Design timer_dev_flat, sky130hd; sources not shown.
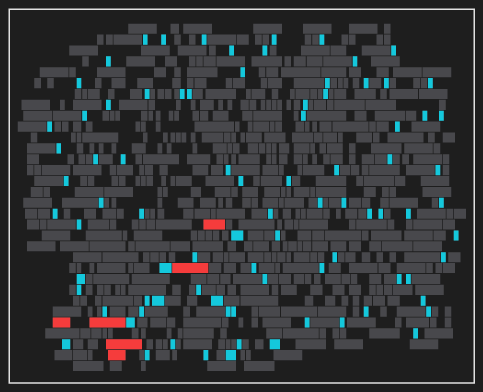
Fig. 1. Gate-type map.
Scale: 4 px per um.
inv cells -> cyan  # cells 85, most used inv_1, where widely spread
fa/ha/maj cells -> red  # cells 6, most used ha_4, where lower left
dominant logic cell type in the layout: inv_1
Layout Cells excl Fill: 824
Comb area share: 51.0%

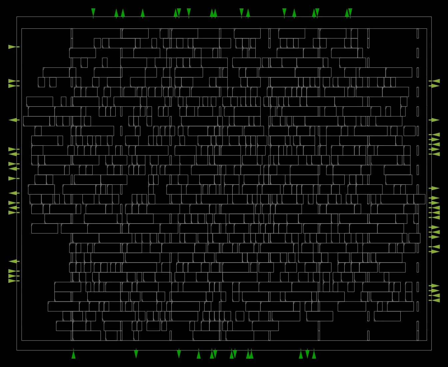
Fig. 2. Cell outlines without signal wires.
flop count: 71
TAP cells: 136
num rows: 32
post-layout util: 64.1%
fillers: 873

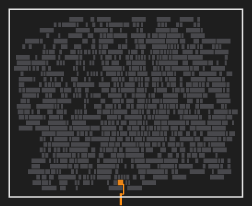
Fig. 3. Wires at chosen ports, followed through buffers.
Scale: 2 px per um.
`bus_IRQ` -> orange  # bits 1, direction output, edge bottom, end cells 1, buffers 0, wire 9.30 um
io pins: 70
I/O Buffers: 0

==> flow_summary_export.csv <==
group,metric,value,unit
floorplan,chipHeight,93.1,um
routing,ant_nets,0,
final_timing,worst_slack,-0.366,ns
synth,edf_count,0,
global_route,grt_remaining_overflow,0,
synth,numSynthFlops,71,
worst_setup_path,cp.arrival,1.59,ns
power_and_ir_drop,pg_clk,1.79,mW
routing,wl_per_cell,19.5,um
synth,syn-num-nets,675,
final_timing,fin_crit,2.07,ns
clock_tree,ctsRootBufferMaster,"clkbuf_16",
status,failed_checks,"setup timing",
synth,yosysTopAreaCell,"dfxtp_1",
synth,synth-xor-area-share,2.75,%
clock_tree,cts.sinks,71,
clock_tree,cts_tree,"yes",
floorplan,die_area,10800,um2
worst_setup_path,end_kind,"output pin",
routing,wl_met3,1.40,mm
final_timing,setup_viol,33,
power_and_ir_drop,pwr-share-comb,45.9,%
placement,dpl_cell_area,4910,um2
synth,syn-mean-instance-area,6.56,um2
final_timing,rsz0062_at_grt,"yes",
worst_setup_path,crit_chain,"clkinvlp_4, nor2_4, inv_4, clkbuf_16, o221ai_4",
worst_setup_path,critPathMaxFanout,5,
finish,final_nets,726,
synth,syn-cell-area,4150,um2
synth,synth.most_common_cell,"a21oi_1",
finish,layout_top_cells,"71 x inv_1, 70 x a21oi_1, 63 x nand2_1",
synth,area_leaders,"dfxtp_1 34%, a21oi_1 12%, o21ai_0 9.5%",
routing,met1_length,7.31,mm
finish,drive_above_1_share,40.7,%
global_route,grt_max_degree,12,
job,warnings,33,
synth,async_flop_share,0,%
final_timing,period_used_share,122,%
floorplan,core_util_floorplan,42.1,%
placement,pre_cts_ws,-0.414,ns
synth,ys_sh_mux,0,%
placement,place.gp.congestion,0.898,
placement,dp_hpwl,10.6,mm
global_route,grt.busiest_layer,"met2",
clock_tree,insertion_delay,0.34,ns
power_and_ir_drop,seq_power_share,28.4,%
final_timing,hold_viol_final,0,
finish,final_area,6310,um2
power_and_ir_drop,p_leak,2.34,nW
routing,routed.top_layer,"met4",
worst_setup_path,critical_path_required,1.22,ns
global_route,antenna_found_initial,0,
worst_hold_path,hold_depth,1,
worst_setup_path,path_depth,5,
job,maxCapViolations,0,
power_and_ir_drop,maxPowerGroup,"combinational logic",
finish,n_antenna_cell,0,
final_timing,max_freq,484,MHz
worst_setup_path,ff2ff_path_depth,9,
routing,dr.pass1.iters,5,
global_route,grt_util_met2,47.5,%
status,status,"finished, violations left",
worst_setup_path,reg2reg_slack,-0.01,ns
final_timing,max_slew_margin,49.0,%
synth,simple_gate_area_share,22.2,%
synth,top_area_share,34.3,%
power_and_ir_drop,power_density,1100,nW/um2
synth,ys_sh_aoi,27.7,%
worst_setup_path,crit_type,"in -> out",
synth,ys_types,28,
global_route,grt_use_total,30.8,%
global_route,gr-usage-met1,42.9,%
clock_tree,post_cts.repair.setup_buffers,25,
synth,fa_ha_area_share,1.81,%
final cells by class:
| cell class | count | area [um2] | share of cell area (%) |
|---|---|---|---|
| tap | 136 | 170 | 2.70 |
| multi-input combinational | 445 | 3220 | 51.0 |
| timing repair buffer | 40 | 449 | 7.12 |
| inverter | 85 | 354 | 5.61 |
| clock buffer | 12 | 256 | 4.06 |
| clock inverter | 4 | 20.0 | 0.317 |
| sequential | 71 | 1460 | 23.1 |
| buffer | 31 | 387 | 6.12 |
per-stage QoR:
stage          utilization, %  std cells  TNS, ns  hold WS (ns)
4_1_cts                  60.5        815   -10.53         0.102
6_report                 64.1        824   -10.68         0.106
3_3_place_gp             49.9        768   -15.32         0.419
3_5_place_dp             49.9        768   -16.09         0.426
5_1_grt                  64.1        824   -12.55        0.0985
2_1_floorplan               -        632    -7.70         0.398
Power and IR drop assume default switching activity.
